## src/rtl/fetch_queue.sv

```systemverilog
`default_nettype none
// ============================================================================
//  Module   : fetch_queue
//  Purpose  : Instruction fetch stage. Owns the fetch PC, issues one word
//             read at a time to instruction memory over a req/ack handshake
//             (variable latency), buffers returned words together with their
//             PC in a small prefetch FIFO and hands them downstream over a
//             valid/ready interface. A taken-branch redirect flushes the
//             queue and restarts fetching at the redirect target.
//  Revision : 1.0  initial release
// ----------------------------------------------------------------------------
//  Ports
//   clk          in   1           clock, all state updates on rising edge
//   rst          in   1           asynchronous reset, active low (0 = reset)
//   redirect     in   1           branch taken: flush, refetch from redirect_pc
//   redirect_pc  in   DATA_WIDTH  new fetch address (bits [1:0] forced to 0)
//   mem_req      out  1           read request to instruction memory
//   mem_addr     out  DATA_WIDTH  word address of request, stable while mem_req
//   mem_ack      in   1           memory returns mem_rdata this cycle
//   mem_rdata    in   DATA_WIDTH  fetched instruction word
//   instr_valid  out  1           FIFO head holds a valid instruction
//   instr_ready  in   1           downstream consumes the head this cycle
//   instr        out  DATA_WIDTH  instruction at FIFO head
//   instr_pc     out  DATA_WIDTH  PC of the instruction at FIFO head
// ============================================================================
module fetch_queue #(
   parameter int                    DATA_WIDTH = 32,
   parameter int                    DEPTH      = 4,
   parameter logic [DATA_WIDTH-1:0] RESET_PC   = '0
) (
   input  logic                  clk,
   input  logic                  rst,
   input  logic                  redirect,
   input  logic [DATA_WIDTH-1:0] redirect_pc,
   output logic                  mem_req,
   output logic [DATA_WIDTH-1:0] mem_addr,
   input  logic                  mem_ack,
   input  logic [DATA_WIDTH-1:0] mem_rdata,
   output logic                  instr_valid,
   input  logic                  instr_ready,
   output logic [DATA_WIDTH-1:0] instr,
   output logic [DATA_WIDTH-1:0] instr_pc
);

   // -------------------------------------------------------------------------
   // Constants
   // -------------------------------------------------------------------------
   localparam int                 c_ptr_w = $clog2(DEPTH);
   localparam int                 c_cnt_w = c_ptr_w + 1;
   localparam logic [c_cnt_w-1:0] c_depth = c_cnt_w'(DEPTH);
   localparam logic [c_cnt_w-1:0] c_one   = c_cnt_w'(1);
   localparam logic [c_ptr_w-1:0] c_pinc  = c_ptr_w'(1);
   localparam logic [DATA_WIDTH-1:0] c_word_step = DATA_WIDTH'(4);
   localparam logic [DATA_WIDTH-1:0] c_align_mask = ~(DATA_WIDTH'(3));

   typedef enum logic [1:0] {
      ST_IDLE    = 2'd0,   // no request outstanding
      ST_WAIT    = 2'd1,   // request outstanding, data will be kept
      ST_DISCARD = 2'd2    // request outstanding, data will be dropped
   } state_t;

   // -------------------------------------------------------------------------
   // State
   // -------------------------------------------------------------------------
   state_t                 state_q,    state_d;
   logic [DATA_WIDTH-1:0]  fetch_pc_q, fetch_pc_d;
   logic [DATA_WIDTH-1:0]  addr_q,     addr_d;

   logic [DATA_WIDTH-1:0]  data_mem_q [DEPTH];
   logic [DATA_WIDTH-1:0]  pc_mem_q   [DEPTH];
   logic [c_ptr_w-1:0]     wr_ptr_q;
   logic [c_ptr_w-1:0]     rd_ptr_q;
   logic [c_cnt_w-1:0]     count_q;

   // -------------------------------------------------------------------------
   // Datapath helpers
   // -------------------------------------------------------------------------
   logic                   w_push;
   logic                   w_pop;
   logic                   w_not_empty;
   logic [c_cnt_w-1:0]     w_count_after;
   logic [DATA_WIDTH-1:0]  w_target_pc;
   logic [DATA_WIDTH-1:0]  w_next_addr;

   assign w_not_empty = (count_q != '0);

   // A redirect flushes the queue on the same edge, so it suppresses both the
   // push of any returning word and the pop requested by downstream.
   assign w_push = (state_q == ST_WAIT) && mem_ack && !redirect;
   assign w_pop  = w_not_empty && instr_ready && !redirect;

   // Redirect targets are forced to word alignment.
   assign w_target_pc = redirect_pc & c_align_mask;

   // Sequential word address; wraps naturally modulo 2^DATA_WIDTH.
   assign w_next_addr = addr_q + c_word_step;

   // Occupancy after this edge's push and pop; used to decide whether a
   // back-to-back request can be issued without overflowing the FIFO.
   always_comb begin
      w_count_after = count_q;
      if (w_push && !w_pop) begin
         w_count_after = count_q + c_one;
      end else if (!w_push && w_pop) begin
         w_count_after = count_q - c_one;
      end
   end

   // -------------------------------------------------------------------------
   // Fetch FSM: state register
   // -------------------------------------------------------------------------
   always_ff @(posedge clk or negedge rst) begin
      if (!rst) begin
         state_q    <= ST_IDLE;
         fetch_pc_q <= RESET_PC;
         addr_q     <= RESET_PC;
      end else begin
         state_q    <= state_d;
         fetch_pc_q <= fetch_pc_d;
         addr_q     <= addr_d;
      end
   end

   // -------------------------------------------------------------------------
   // Fetch FSM: next state
   // -------------------------------------------------------------------------
   always_comb begin
      state_d    = state_q;
      fetch_pc_d = fetch_pc_q;
      addr_d     = addr_q;

      case (state_q)
         ST_IDLE: begin
            if (redirect) begin
               fetch_pc_d = w_target_pc;
            end else if (count_q < c_depth) begin
               // Issue only when a FIFO slot is guaranteed for the result.
               state_d = ST_WAIT;
               addr_d  = fetch_pc_q;
            end
         end

         ST_WAIT: begin
            if (redirect) begin
               fetch_pc_d = w_target_pc;
               // An un-acked request cannot be withdrawn: wait it out and
               // throw its data away. If it completes now, just drop it.
               state_d = mem_ack ? ST_IDLE : ST_DISCARD;
            end else if (mem_ack) begin
               fetch_pc_d = w_next_addr;
               if (w_count_after < c_depth) begin
                  // Chain the next request with no idle cycle in between.
                  addr_d = w_next_addr;
               end else begin
                  state_d = ST_IDLE;
               end
            end
         end

         ST_DISCARD: begin
            if (redirect) begin
               fetch_pc_d = w_target_pc;
            end
            if (mem_ack) begin
               state_d = ST_IDLE;
            end
         end

         default: begin
            state_d = ST_IDLE;
         end
      endcase
   end

   // -------------------------------------------------------------------------
   // Prefetch FIFO
   // -------------------------------------------------------------------------
   always_ff @(posedge clk or negedge rst) begin
      if (!rst) begin
         wr_ptr_q <= '0;
         rd_ptr_q <= '0;
         count_q  <= '0;
         for (int i = 0; i < DEPTH; i++) begin
            data_mem_q[i] <= '0;
            pc_mem_q[i]   <= '0;
         end
      end else if (redirect) begin
         // Flush: the stored entries become unreachable, contents are kept.
         wr_ptr_q <= '0;
         rd_ptr_q <= '0;
         count_q  <= '0;
      end else begin
         if (w_push) begin
            data_mem_q[wr_ptr_q] <= mem_rdata;
            pc_mem_q[wr_ptr_q]   <= addr_q;
            wr_ptr_q             <= wr_ptr_q + c_pinc;
         end
         if (w_pop) begin
            rd_ptr_q <= rd_ptr_q + c_pinc;
         end
         count_q <= w_count_after;
      end
   end

   // -------------------------------------------------------------------------
   // Outputs
   // -------------------------------------------------------------------------
   assign mem_req     = (state_q == ST_WAIT) || (state_q == ST_DISCARD);
   assign mem_addr    = addr_q;
   assign instr_valid = w_not_empty;
   assign instr       = data_mem_q[rd_ptr_q];
   assign instr_pc    = pc_mem_q[rd_ptr_q];

endmodule
`default_nettype wire

```

## config.mk

```make
export PLATFORM = sky130hd
export DESIGN_NAME = fetch_queue
export DESIGN_NICKNAME = d
export VERILOG_FILES = /design/src/rtl/fetch_queue.sv
export SDC_FILE = /design/constraint.sdc
export NUM_CORES = 1
export LEC_CHECK = 0
export CAP_MARGIN = 20
export CELL_PAD_IN_SITES_DETAIL_PLACEMENT = 1
export CELL_PAD_IN_SITES_GLOBAL_PLACEMENT = 1
export CORE_MARGIN = 2
export CORE_UTILIZATION = 50
export CTS_CLUSTER_DIAMETER = 150
export DETAILED_ROUTE_END_ITERATION = 6
export HOLD_SLACK_MARGIN = 0.15
export PLACE_DENSITY = 0.86
export REMOVE_ABC_BUFFERS = 1
export SLEW_MARGIN = 30
export SYNTH_ARGS = -nofsm -noshare
export SYNTH_HDL_FRONTEND = slang
export SYNTH_SLANG_ARGS = --single-unit
```

## constraint.sdc

```tcl
create_clock -name clk -period 5.4 [get_ports clk]
set_input_delay 0.81 -clock clk [delete_from_list [all_inputs] [get_ports clk]]
set_output_delay 0.81 -clock clk [all_outputs]
set_load 0.02 [all_outputs]
```

==> run_1/metal_stack.png <==
Only two layers are drawn.
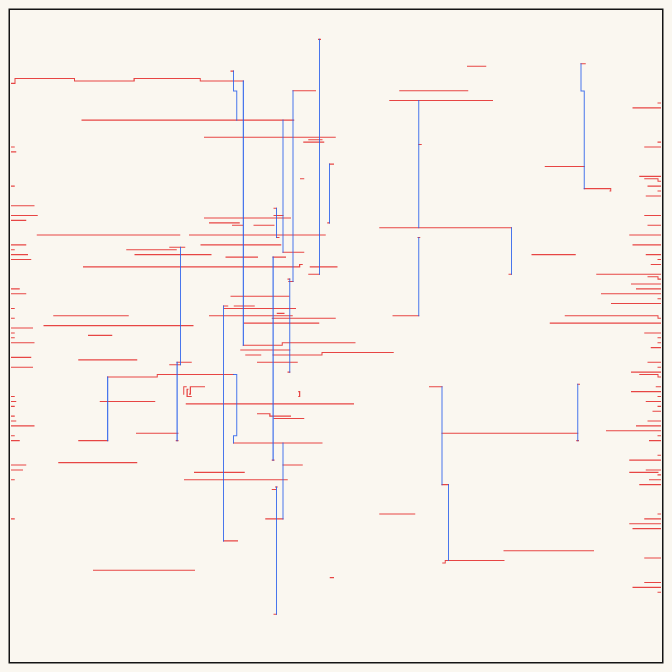
met4 -> blue  # wire length 734 µm
met3 -> red  # wire length 1670 µm

==> run_1/final_congestion.png <==
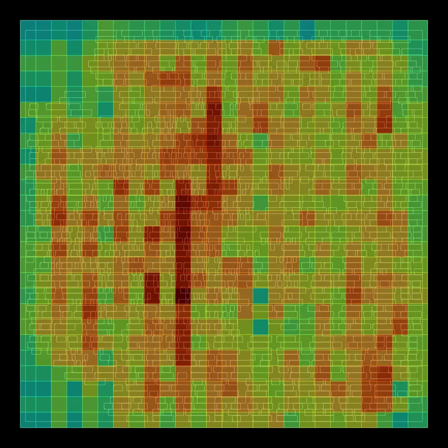
drt wl/cell: 23.6 µm
routing usage on met1: 33.8%
GRT busiest layer: met2
GR Util met3: 2.92%
M2 GR Usage: 44.6%

==> run_1/met3.png <==
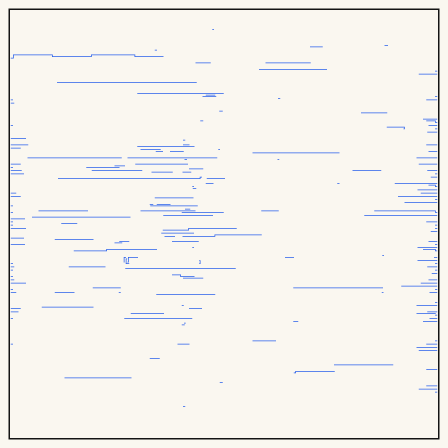
nets with wire on the layer = 133
wire length on this layer = 1670 µm
longest straight run = 60.0 µm

==> run_1/registers.png <==
Other sequential cells in the stronger gray, the rest of the logic in the fainter gray.
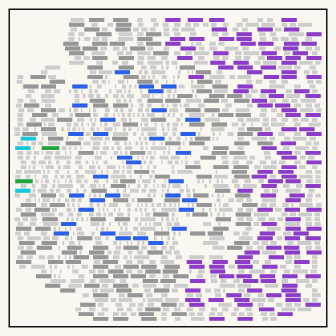
`fetch_pc_q` -> blue  # sequential cells 32
`count_q` -> cyan  # sequential cells 3
`data_mem_q` -> purple  # sequential cells 128
`rd_ptr_q` -> green  # sequential cells 2

==> flow_summary_export.csv, run 1 <==
group,metric,value,unit
final_layout,buf_share,9.64,%
placement,placed_area,17600,µm²
global_routing,grt.overflow.total,0,
cts,cts-resized-gates,0,
floorplan,fp.dieW,181,µm
synthesis,synth.cellmix.simpleShare,7.96,%
floorplan,fp_util,51.1,%
final_layout,post-route-util,61.0,%
power,p_clk,2450,µW
worst_setup_path,worstReg2RegStart,"state_q[1]",
placement,dp.cells,1667,
power,p_leak,0.00823,µW
power,switching_power,4140,µW
synthesis,yosysTopAreaCell,"dfrtp_1",
final_layout,layout-drive-gt1-share,31.5,%
run_status,status,"complete, no violations",
routing,highest_layer,"met4",
final_layout,comb-cell-share,37.1,%
final_layout,instances_no_fill,1731,
synthesis,synthTopCellsByArea,"dfrtp_1 52%, mux2_2 17%, mux4_2 9.2%",
final_layout,design_area,18800,µm²
worst_setup_path,crit_fanout,35,
routing,ant_nets,0,
routing,route.met3.wl,1670,µm
power,power_leader,"combinational cells",
power,pwr-share-comb,41.4,%
worst_setup_path,cp_slowest_stage_delay,0.86,ns
synthesis,synthDistinctLibCells,60,
cts,clockBufferDepth,3,
final_timing,post-route-period-util,69.5,%
placement,place_congestion,0.777,
power,ir_worst_vdd,0.533,mV
final_layout,largestClassByArea,"flip-flops and latches",
worst_setup_path,cp.depth,3,
global_routing,grt_usage,25.4,%
cts,cts_setup_buffers,0,
min_path,hold_path.class,"in -> async",
worst_setup_path,slowest_stage,"dfrtp_4",
==> run 2: changes to the inputs <==
--- a/config.mk
+++ b/config.mk
@@ -9,11 +9,11 @@
 export CELL_PAD_IN_SITES_DETAIL_PLACEMENT = 1
 export CELL_PAD_IN_SITES_GLOBAL_PLACEMENT = 1
 export CORE_MARGIN = 2
-export CORE_UTILIZATION = 50
+export CORE_UTILIZATION = 42
 export CTS_CLUSTER_DIAMETER = 150
 export DETAILED_ROUTE_END_ITERATION = 6
 export HOLD_SLACK_MARGIN = 0.15
-export PLACE_DENSITY = 0.86
+export PLACE_DENSITY = 0.77
 export REMOVE_ABC_BUFFERS = 1
 export SLEW_MARGIN = 30
 export SYNTH_ARGS = -nofsm -noshare
==> constraint.sdc (replaced) <==
create_clock -name clk -period 3.4 [get_ports clk]
set_input_delay 0.51 -clock clk [delete_from_list [all_inputs] [get_ports clk]]
set_output_delay 0.51 -clock clk [all_outputs]
set_load 0.02 [all_outputs]
==> flow_summary_export.csv, run 2 <==
group,metric,value,unit
power,switching_power,6630,µW
routing,ant_nets,0,
synthesis,synthTopCellsByArea,"dfrtp_1 52%, mux2_2 17%, mux4_2 9.2%",
final_layout,design_area,19200,µm²
cts,cts-resized-gates,0,
worst_setup_path,crit_fanout,18,
floorplan,fp.dieW,197,µm
final_layout,comb-cell-share,36.2,%
final_timing,post-route-period-util,95.5,%
power,p_leak,0.00843,µW
worst_setup_path,cp.depth,3,
power,pwr-share-comb,41.7,%
min_path,hold_path.class,"reg -> reg",
final_layout,post-route-util,52.3,%
final_layout,buf_share,10.9,%
synthesis,yosysTopAreaCell,"dfrtp_1",
routing,route.met3.wl,1700,µm
global_routing,met2_usage,37.1,%
synthesis,synth.cellmix.simpleShare,7.96,%
worst_setup_path,path_buffers,2,
worst_setup_path,slowest_stage,"dfrtp_4",
power,power_leader,"combinational cells",
global_routing,grt.overflow.total,0,
synthesis,synthDistinctLibCells,60,
placement,placed_area,17900,µm²
placement,place_congestion,0.776,
worst_setup_path,worstReg2RegStart,"mem_addr[11]",
global_routing,met3_usage,4.29,%
run_status,status,"complete, no violations",
final_layout,instances_no_fill,1836,
floorplan,fp_util,42.8,%
routing,highest_layer,"met4",
cts,cts_setup_buffers,0,
power,p_clk,4200,µW
final_layout,layout-drive-gt1-share,33.0,%
==> run_2/pins.png <==
Pins as bars across the die edge, other pins in gray.
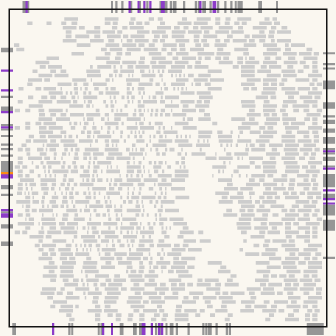
`mem_addr` -> purple  # pins 32, direction output, edge 10 top, 9 left, 8 bottom, 5 right
`instr_valid` -> orange  # pins 1, direction output, edge left
all pins by edge = 47 right, 45 bottom, 41 top, 34 left

==> run_2/final_congestion.png <==
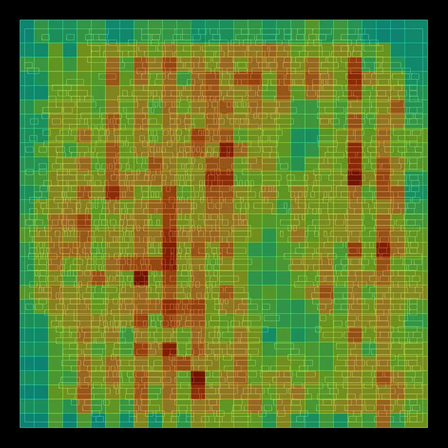
drt wl/cell: 22.6 µm
routing usage on met1: 29.1%

==> run 3: changes to the inputs <==
--- a/config.mk
+++ b/config.mk
@@ -13,7 +13,7 @@
 export CTS_CLUSTER_DIAMETER = 150
 export DETAILED_ROUTE_END_ITERATION = 6
 export HOLD_SLACK_MARGIN = 0.15
-export PLACE_DENSITY = 0.77
+export PLACE_DENSITY_LB_ADDON = 0.1
 export REMOVE_ABC_BUFFERS = 1
 export SLEW_MARGIN = 30
 export SYNTH_ARGS = -nofsm -noshare
==> flow_summary_export.csv, run 3 <==
group,metric,value,unit
global_routing,busiest_layer,"met2",
synthesis,synthDistinctLibCells,60,
synthesis,synth.cellmix.simpleShare,7.96,%
global_routing,grt.overflow.total,0,
worst_setup_path,worstReg2RegStart,"state_q[0]",
routing,ant_nets,0,
final_layout,buf_share,10.7,%
worst_setup_path,crit_fanout,11,
min_path,hold_path.class,"reg -> reg",
run_status,status,"complete, no violations",
global_routing,met3_usage,3.12,%
worst_setup_path,path_buffers,2,
global_routing,grt_util_met1,29.3,%
floorplan,fp.dieW,197,µm
placement,placed_area,17900,µm²
final_layout,post-route-util,52.4,%
final_layout,design_area,19200,µm²
placement,dp.cells,1762,
power,pwr-share-comb,41.8,%
worst_setup_path,slowest_stage,"mux4_2",
final_layout,comb-cell-share,36.2,%
routing,route.met3.wl,1730,µm
power,ir_worst_vdd,0.402,mV
floorplan,fp_util,42.8,%
cts,cts_setup_buffers,0,
final_layout,layout-drive-gt1-share,33.0,%
final_timing,post-route-period-util,90.5,%
power,switching_power,6590,µW
placement,place_congestion,0.753,
==> run_3/met3.png <==
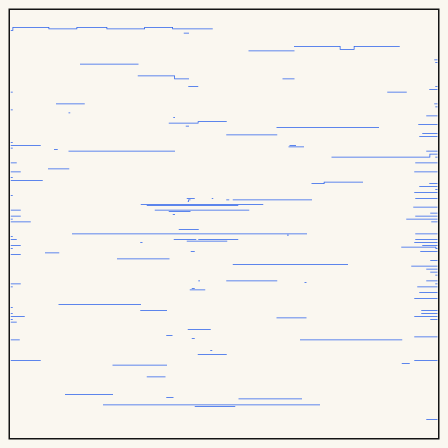
nets with wire on the layer = 101
wire length on this layer = 1730 µm
main direction = horizontal
share of all routed wire = 4.3%

==> run_3/metal_stack.png <==
Only two layers are drawn.
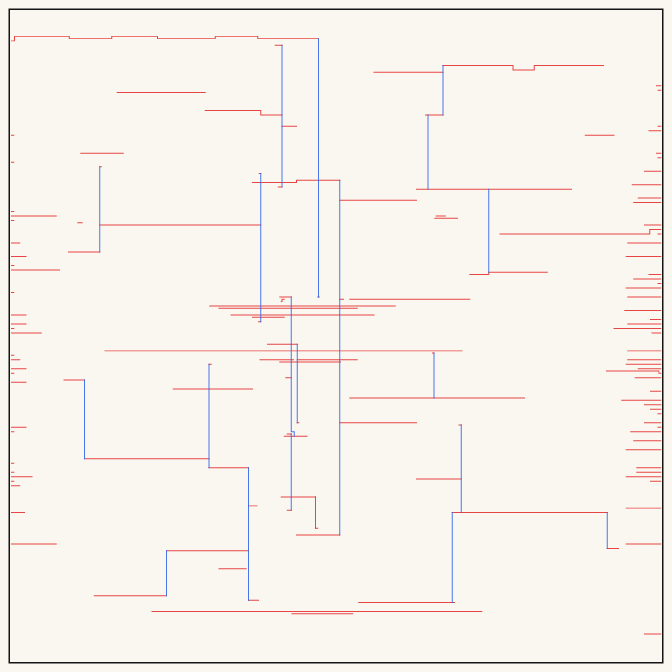
met4 -> blue  # wire length 648 µm
met3 -> red  # wire length 1730 µm

Power and IR drop assume default switching activity.
